<file path="src/rtl/stack_access_ctrl.sv">
// Stack access sequencer: turns push / pop1 / pop2 requests into single-port RAM
// cycles, owns the stack pointer and returns popped operands with overflow/underflow flags.
module stack_access_ctrl #(
    parameter int REG_BITS   = 32,
    parameter int DEPTH_BITS = 8
) (
    input  logic                  clk,
    input  logic                  reset,
    input  logic                  cmd_valid,
    output logic                  cmd_ready,
    input  logic [1:0]            cmd_op,
    input  logic [REG_BITS-1:0]   cmd_wdata,
    output logic                  rsp_valid,
    output logic                  rsp_err,
    output logic [REG_BITS-1:0]   rsp_read1,
    output logic [REG_BITS-1:0]   rsp_read2,
    output logic [DEPTH_BITS:0]   sp,
    output logic                  full,
    output logic                  empty,
    output logic                  ram_en,
    output logic                  ram_we,
    output logic [DEPTH_BITS-1:0] ram_addr,
    output logic [REG_BITS-1:0]   ram_wdata,
    input  logic [REG_BITS-1:0]   ram_rdata
);

    localparam logic [2:0] S_IDLE      = 3'd0;
    localparam logic [2:0] S_WRITE     = 3'd1;
    localparam logic [2:0] S_READ_TOP  = 3'd2;
    localparam logic [2:0] S_READ_NEXT = 3'd3;
    localparam logic [2:0] S_CAPTURE   = 3'd4;
    localparam logic [2:0] S_RESP      = 3'd5;

    localparam logic [1:0] OP_NOP  = 2'b00;
    localparam logic [1:0] OP_PUSH = 2'b01;
    localparam logic [1:0] OP_POP2 = 2'b10;
    localparam logic [1:0] OP_POP1 = 2'b11;

    localparam logic [DEPTH_BITS:0] SP_ONE = (DEPTH_BITS+1)'(1);
    localparam logic [DEPTH_BITS:0] SP_TWO = (DEPTH_BITS+1)'(2);
    localparam logic [DEPTH_BITS:0] SP_MAX = {1'b1, {DEPTH_BITS{1'b0}}};

    logic [2:0]            state_q, state_d;
    logic [1:0]            op_q, op_d;
    logic [REG_BITS-1:0]   wdata_q, wdata_d;
    logic                  err_q, err_d;
    logic [DEPTH_BITS:0]   sp_q, sp_d;
    logic                  full_q, full_d;
    logic                  empty_q, empty_d;
    logic [REG_BITS-1:0]   read1_q, read1_d;
    logic [REG_BITS-1:0]   read2_q, read2_d;

    logic [DEPTH_BITS:0]   sp_m1;
    logic [DEPTH_BITS:0]   sp_m2;
    logic [DEPTH_BITS:0]   sp_inc;
    logic [DEPTH_BITS:0]   sp_pop;

    assign sp_m1  = sp_q - SP_ONE;
    assign sp_m2  = sp_q - SP_TWO;
    assign sp_inc = sp_q + SP_ONE;
    assign sp_pop = (op_q == OP_POP2) ? sp_m2 : sp_m1;

    always_comb begin
        state_d = state_q;
        op_d    = op_q;
        wdata_d = wdata_q;
        err_d   = err_q;
        sp_d    = sp_q;
        full_d  = full_q;
        empty_d = empty_q;
        read1_d = read1_q;
        read2_d = read2_q;
        case (state_q)
            S_IDLE: begin
                if (cmd_valid) begin
                    op_d    = cmd_op;
                    wdata_d = cmd_wdata;
                    err_d   = 1'b0;
                    // Any op that would wrap sp is refused here with no RAM access.
                    case (cmd_op)
                        OP_PUSH: begin
                            if (full_q) begin
                                err_d   = 1'b1;
                                state_d = S_RESP;
                            end else begin
                                state_d = S_WRITE;
                            end
                        end
                        OP_POP1: begin
                            if (empty_q) begin
                                err_d   = 1'b1;
                                state_d = S_RESP;
                            end else begin
                                state_d = S_READ_TOP;
                            end
                        end
                        OP_POP2: begin
                            if (sp_q < SP_TWO) begin
                                err_d   = 1'b1;
                                state_d = S_RESP;
                            end else begin
                                state_d = S_READ_TOP;
                            end
                        end
                        default: state_d = S_RESP;
                    endcase
                end
            end
            S_WRITE: begin
                sp_d    = sp_inc;
                full_d  = (sp_inc == SP_MAX);
                empty_d = 1'b0;
                state_d = S_RESP;
            end
            S_READ_TOP: begin
                state_d = (op_q == OP_POP2) ? S_READ_NEXT : S_CAPTURE;
            end
            S_READ_NEXT: begin
                // Top word returns while the next-top read is being issued.
                read1_d = ram_rdata;
                state_d = S_CAPTURE;
            end
            S_CAPTURE: begin
                if (op_q == OP_POP2) begin
                    read2_d = ram_rdata;
                end else begin
                    read1_d = ram_rdata;
                    read2_d = '0;
                end
                sp_d    = sp_pop;
                full_d  = 1'b0;
                empty_d = (sp_pop == '0);
                state_d = S_RESP;
            end
            S_RESP: begin
                state_d = S_IDLE;
            end
            default: begin
                state_d = S_IDLE;
            end
        endcase
    end

    always_ff @(posedge clk or posedge reset) begin
        if (reset) begin
            state_q <= S_IDLE;
            op_q    <= OP_NOP;
            wdata_q <= '0;
            err_q   <= 1'b0;
            sp_q    <= '0;
            full_q  <= 1'b0;
            empty_q <= 1'b1;
            read1_q <= '0;
            read2_q <= '0;
        end else begin
            state_q <= state_d;
            op_q    <= op_d;
            wdata_q <= wdata_d;
            err_q   <= err_d;
            sp_q    <= sp_d;
            full_q  <= full_d;
            empty_q <= empty_d;
            read1_q <= read1_d;
            read2_q <= read2_d;
        end
    end

    // RAM strobes decode straight from state so an asynchronous reset drops them at once.
    always_comb begin
        ram_en    = 1'b0;
        ram_we    = 1'b0;
        ram_addr  = '0;
        ram_wdata = '0;
        case (state_q)
            S_WRITE: begin
                ram_en    = 1'b1;
                ram_we    = 1'b1;
                ram_addr  = sp_q[DEPTH_BITS-1:0];
                ram_wdata = wdata_q;
            end
            S_READ_TOP: begin
                ram_en   = 1'b1;
                ram_addr = sp_m1[DEPTH_BITS-1:0];
            end
            S_READ_NEXT: begin
                ram_en   = 1'b1;
                ram_addr = sp_m2[DEPTH_BITS-1:0];
            end
            default: begin
                ram_en = 1'b0;
            end
        endcase
    end

    assign cmd_ready = (state_q == S_IDLE);
    assign rsp_valid = (state_q == S_RESP);
    assign rsp_err   = rsp_valid & err_q;
    assign rsp_read1 = read1_q;
    assign rsp_read2 = read2_q;
    assign sp        = sp_q;
    assign full      = full_q;
    assign empty     = empty_q;

endmodule

</file>
<file path="config.mk">
export PLATFORM = sky130hd
export DESIGN_NAME = stack_access_ctrl
export DESIGN_NICKNAME = d
export VERILOG_FILES = /design/src/rtl/stack_access_ctrl.sv
export SDC_FILE = /design/constraint.sdc
export NUM_CORES = 1
export LEC_CHECK = 0
export CAP_MARGIN = 20
export CORE_AREA = 4 4 129 131
export CTS_CLUSTER_DIAMETER = 50
export DETAILED_ROUTE_END_ITERATION = 7
export DIE_AREA = 0 0 133 135
export PLACE_DENSITY = 0.69
export SLEW_MARGIN = 15
export SYNTH_ARGS = -nofsm -noshare
export SYNTH_HDL_FRONTEND = slang
export SYNTH_SLANG_ARGS = --single-unit
export TNS_END_PERCENT = 10
</file>
<file path="constraint.sdc">
create_clock -name clk -period 3.3 [get_ports clk]
set_clock_uncertainty 0.1 [all_clocks]
set_input_delay 0.33 -clock clk [delete_from_list [all_inputs] [get_ports clk]]
set_output_delay 0.33 -clock clk [all_outputs]
set_load 0.01 [all_outputs]
</file>
Figure 1. Placed standard cells (run 1).
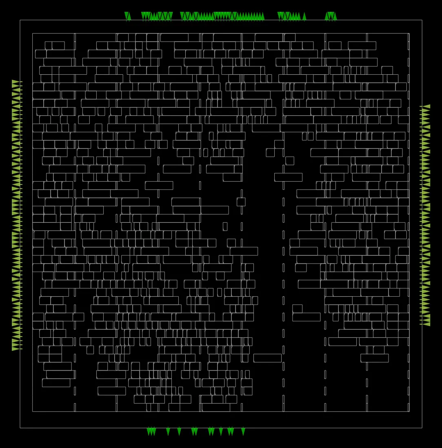
Row Count: 46
Fillers: 1398
Core ar.: 15600 sq um
final core utilization: 53.88%

Figure 2. M3 wires (run 1).
Scale: 2 px per micron.
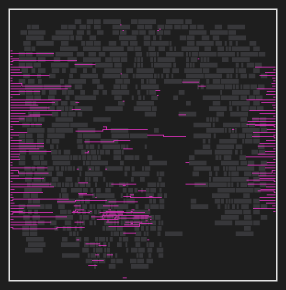
The longest straight run is 32.0 microns. 166 nets have wire on it.

Figure 3. Cell classes on the final placement (run 1).
Scale: 4 px per micron.
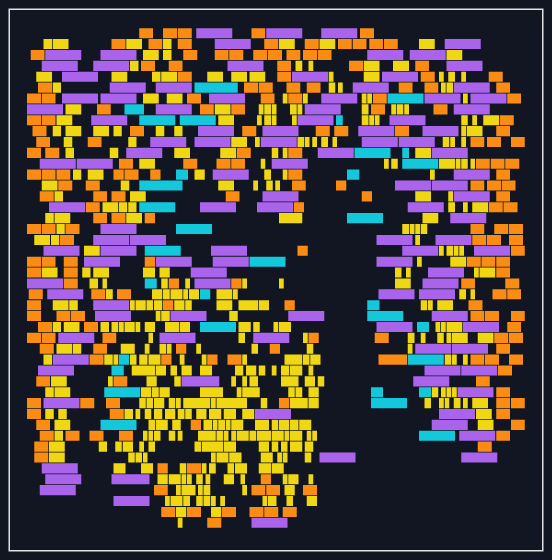
Key: combinational and other logic = yellow [cells 399, share of their area 33%]; clock drivers and dummy loads = cyan [cells 32, share of their area 7.3%]; sequential cells = purple [cells 113, share of their area 35%]; remaining buffers and delay cells = orange [cells 210, share of their area 25%]

==> results.json, run 1 <==
{
  "initCoreUtil_pct": 36.14,
  "min_period_ns": 3.112,
  "vias_per_cell": 5.121,
  "hold_class": "input port to asynchronous set/reset pin",
  "tightest_slew_ns": 0.8481,
  "largest_class": "flip-flops and latches",
  "clkCellAreaFrac_pct": 7.072,
  "synth_area_sq_um": 5637,
  "relSlewSlack_pct": 43.34,
  "insertion_delay_ns": 0.41,
  "grt.met3_usage_pct": 6.893,
  "ff_type": "dfrtp_1",
  "openroad.warnings": 30,
  "floorplan.nets": 631,
  "root_buffer": "clkbuf_16",
  "ys_chip_area_sq_um": 5637,
  "status": "finished, final reports clean",
  "final_area_sq_um": 8404,
  "cp.required_ns": 2.87,
  "sh_comb_area_pct": 31.00,
  "layout_top_cell": "clkdlybuf4s50_1",
  "layout.nonclk_buf_share_pct": 24.51,
  "overflow": 0,
  "timing_hold_violations_final": 0,
  "io_pins": 189,
  "nNonClkBuffers": 210,
  "antenna_found_initial": 0,
  "drtIter0Drc": 268,
  "flop-count": 113,
  "drv_slew": 0,
  "rsz0062_at_grt": "false",
  "nets": 816,
  "place_area_sq_um": 7784,
  "die_h_microns": 135,
  "max-vdd-ir-drop_mv": 0.4337,
  "die_w_microns": 133,
  "critPathKind": "register to output pin",
  "finalClockPeriodUsage_pct": 94.32,
  "clkTransAtPathRegs_ns": 0.06,
  "diodes": 0,
  "clock_buffers": 18,
  "yosys_cells": 556,
  "yosys-top-cells-count": "dfrtp_1 (112), nand2_1 (87), mux2_1 (64)",
  "grt_util_met2_pct": 27.65,
  "crit_fanout": 13,
  "antenna_left": 0,
  "max_freq_ghz": 0.3213,
  "setup_viol": 0,
  "grt_util_met1_pct": 23.65,
  "dr.pass1.iters": 5,
  "portBuffers": 188,
  "ys_sh_simple_pct": 16.45,
  "synthArstFlopShare_pct": 100.0,
  "top_cell_area_share_pct": 49.72,
  "finalSetupTns_ns": 0,
  "synthTopCellsByArea": "dfrtp_1 (50%), mux2_1 (13%), nand2_1 (5.8%)",
  "cts_max_path_buffers": 2,
  "highest_layer": "met4",
  "drcViolationCount": 0,
  "area_growth_pct": 49.10,
  "arrival_ns": 2.68,
  "ys_ff": 113,
  "ff_latch_area_sq_um": 2830,
  "top_area_cell": "dfrtp_1",
  "cap_violations": 0,
  "num_tap_cells": 216,
  "leakage_uw": 0.003519
}
run 1: cells by family after synthesis:
logic type,Yosys count
AOI/OAI and AO/OA,106
xor gates and xnor gates,15
adders and majority gates,6
buffers and inverters,55
DFF,113
muxes,69
and+or+nand+nor,192
run 1: path summary, 6_finish.rpt:
check	end	cells after the start	slack [ns]	start
worst max-delay path	ram_addr[7]	7	0.19	sp[4]$_DFFE_PP0P_
worst min-delay path	state_q[0]$_DFFE_PP0P_	2	0.34	reset
worst max register to register	empty$_DFFE_PP1P_	9	0.84	sp[1]$_DFFE_PP0P_
worst min register to register	rsp_read2[26]$_DFFE_PP0P_	2	0.37	rsp_read2[26]$_DFFE_PP0P_
max in group asynchronous	rsp_read1[27]$_DFFE_PP0P_	3	1.99	reset
min in group clk	rsp_read2[26]$_DFFE_PP0P_	2	0.37	rsp_read2[26]$_DFFE_PP0P_
run 1: power breakdown:
group | internal [uW] | switching [uW]
Combinational | 1960 | 2020
Sequential | 1970 | 413
Clock | 1140 | 682
run 1: worst max-delay path: stages, from the launching register on:
cell and delay, ns:
dfrtp_1 0.57, or4_1 0.54, nor2_1 0.15, mux2i_1 0.09, o211ai_1 0.20, a32oi_1 0.08, nor2_1 0.11, clkdlybuf4s50_1 0.54
run 1: metrics by stage:
step	utilization [%]	total power, uW	setup slack [ns]	hold slack (ns)	cells
3_5_place_dp	49.90	6356	0.4936	0.3671	937
3_3_place_gp	49.90	6264	0.5181	0.3597	937
4_1_cts	53.71	8231	0.02008	0.3411	969
6_report	53.88	8194	0.1876	0.3428	970
2_1_floorplan	-	4547	0.8918	0.3490	556
5_1_grt	53.88	8755	0.01391	0.3901	970
run 1: what timing repair did:
item,4_1_cts,5_1_grt
gates resized,0,5
setup endpoints to repair,0,4
buffers inserted,0,1
==> run 2: changes to the inputs <==
Settings changed: CORE_AREA 4 4 129 131 to 4 4 124 126, DIE_AREA 0 0 133 135 to 0 0 128 130, PLACE_DENSITY 0.69 to 0.71.
Clock period 3.3 ns to 3.4 ns, I/O delays scaled along.
Figure 4. M3 wires (run 2).
Scale: 2 px per micron.
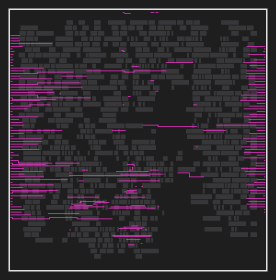
166 nets have wire on it. The longest straight run is 40.0 microns. The layer carries 1740 microns of wire. The layer holds 11% of the routed length. The wires run mostly horizontal.

==> run 2 against run 1 <==
  * Register-to-register slack worse by 0.02 ns
  * Hold slack lost 0.13 ns
  * Synthesized area unchanged
  * Cell count shrank 3.9%
  * Non-clock buffer count down 6
  * Critical path depth rose by 1
==> results.json, run 2 <==
{
  "fillers": 1207,
  "r2r-start": "sp[1]$_DFFE_PP0P_",
  "num_tap_cells": 184,
  "finalClockPeriodUsage_pct": 93.65,
  "synth_area_sq_um": 5637,
  "hold_class": "input port to asynchronous set/reset pin",
  "die_w_microns": 128,
  "max_freq_ghz": 0.3141,
  "timing_hold_violations_final": 0,
  "clock_buffers": 22,
  "nets": 810,
  "p_sw_share_pct": 37.09,
  "initCoreUtil_pct": 39.38,
  "clkPwrFrac_pct": 22.6,
  "power_leader": "combinational logic",
  "htreeDepth": 4,
  "portBuffers": 188,
  "floorplan.nets": 631,
  "area_growth_pct": 47.46,
  "critPathKind": "register to output pin",
  "drv_slew": 0,
  "crit_chain": "inv_2, ha_1, nor3b_4, nand3_1, o21ai_0, a22oi_1, nor2_1, clkdlybuf4s50_1",
  "ff_latch_area_sq_um": 2830,
  "root_buffer": "clkbuf_16",
  "die_h_microns": 130,
  "finalNonFillerCells": 932,
  "crit_start": "sp[1]$_DFFE_PP0P_",
  "critPathTopFamily": "buffers and inverters",
  "place_inst": 899,
  "antenna_left": 0,
  "layout_top_cell": "clkdlybuf4s50_1",
  "insertion_delay_ns": 0.41,
  "yosys_cells": 556,
  "diodes": 0,
  "ys_ff": 113,
  "layout.nonclk_buf_share_pct": 24.24,
  "place_area_sq_um": 7699,
  "dr.pass1.iters": 4,
  "final_area_sq_um": 8312,
  "relSlewSlack_pct": 40.90,
  "ff_type": "dfrtp_1",
  "openroad.warnings": 30,
  "ys_chip_area_sq_um": 5637,
  "critPathMaxStageDelay_ns": 0.58,
  "max-vdd-ir-drop_mv": 0.5016,
  "flop-count": 113,
  "rows": 44,
  "cp.required_ns": 2.96,
  "synthArstFlopShare_pct": 100.0,
  "combPwrFrac_pct": 48.1,
  "setup_viol": 0,
  "synthTopCellsByArea": "dfrtp_1 (50%), mux2_1 (13%), nand2_1 (5.8%)",
  "tightest_slew_ns": 0.8866,
  "status": "finished, final reports clean",
  "vias_per_cell": 5.202,
  "yosys-top-cells-count": "dfrtp_1 (112), nand2_1 (87), mux2_1 (64)",
  "p_seq_share_pct": 29.4,
  "drtIter0Drc": 312,
  "cts_max_path_buffers": 2,
  "crit_buf_inv": 2,
  "clkCellAreaFrac_pct": 7.196,
  "overflow": 0,
  "top_area_cell": "dfrtp_1",
  "slowest_stage": "clkdlybuf4s50_1",
  "top_cell_area_share_pct": 49.72,
  "leakage_uw": 0.003491,
  "antenna_found_initial": 0,
  "finalSetupTns_ns": 0,
  "synthXorXnorAreaFrac_pct": 2.331,
  "rsz0062_at_grt": "false",
  "clkTransAtPathRegs_ns": 0.05,
  "crit_fanout": 10
}
Figure 5. Sequential cells grouped by signal name (run 2).
Scale: 3 px per micron.
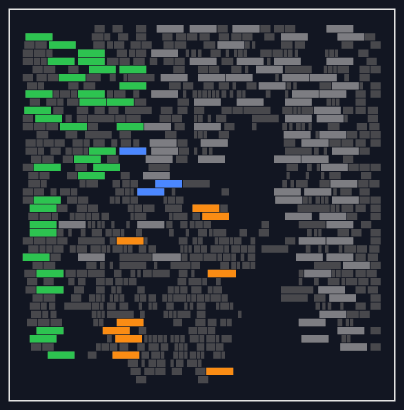
Key: `state_q` = blue [placed flops 3]; `wdata_q` = green [placed flops 32]; `sp` = orange [placed flops 9]
Another 69 sequential cells are not coloured.

run 2: worst paths after layout:
kind / endpoint / slack (ns) / cells after the start
setup / recovery: ram_addr[5] / 0.22 / 8
hold reg to reg: wdata_q[27]$_DFFE_PP0P_ / 0.37 / 1
min in group clk: wdata_q[27]$_DFFE_PP0P_ / 0.37 / 1
setup reg to reg: empty$_DFFE_PP1P_ / 0.82 / 9
hold / removal: rsp_read2[28]$_DFFE_PP0P_ / 0.21 / 2
max in group asynchronous: rsp_read2[4]$_DFFE_PP0P_ / 1.93 / 3
run 2: metal layers:
metal  GRT usage, %  wire length [microns]  up-vias  part of all wire [%]
met1          24.06                   6641     2273                    42
met5              0                      0        -                     0
li1               -                      -     2310                     -
met4          8.302                    408        0                   2.6
met3          7.736                   1744       28                    11
met2          30.22                   7189      237                    45
run 2: stage by stage:
step	total power (uW)	setup WS (ns)
final	7886	0.2160
after global routing	8440	0.004990
after CTS	7942	0.09834
after detailed placement	6118	0.5616
after global placement	6049	0.6133
after floorplan	4413	0.9918
run 2: worst reg2reg max path: cells and delay by family (launching register included):
| family | cells | cell delay [ns] |
|---|---|---|
| compound gates | 5 | 1.03 |
| flops | 1 | 0.53 |
| buf+inv | 2 | 0.31 |
| fa+ha+maj | 1 | 0.31 |
| simple gates | 1 | 0.20 |
run 2: cell families (layout without fill, tap and decap cells):
logic type / count (synthesis) / count (layout)
AND/OR/NAND/NOR: 192 / 192
flip-flops: 113 / 113
AND-OR/OR-AND: 106 / 106
multiplexers: 69 / 69
buffers and inverters: 55 / 247
XOR/XNOR: 15 / 15
adder cells (fa/ha/maj): 6 / 6
run 2: repair_timing:
item	4_1_cts	5_1_grt
hold buffers	0	0
setup buffers	0	1
gates resized	0	3
endpoints found under the hold margin	0	0
setup endpoints to repair	0	1
Power and IR drop assume default switching activity.
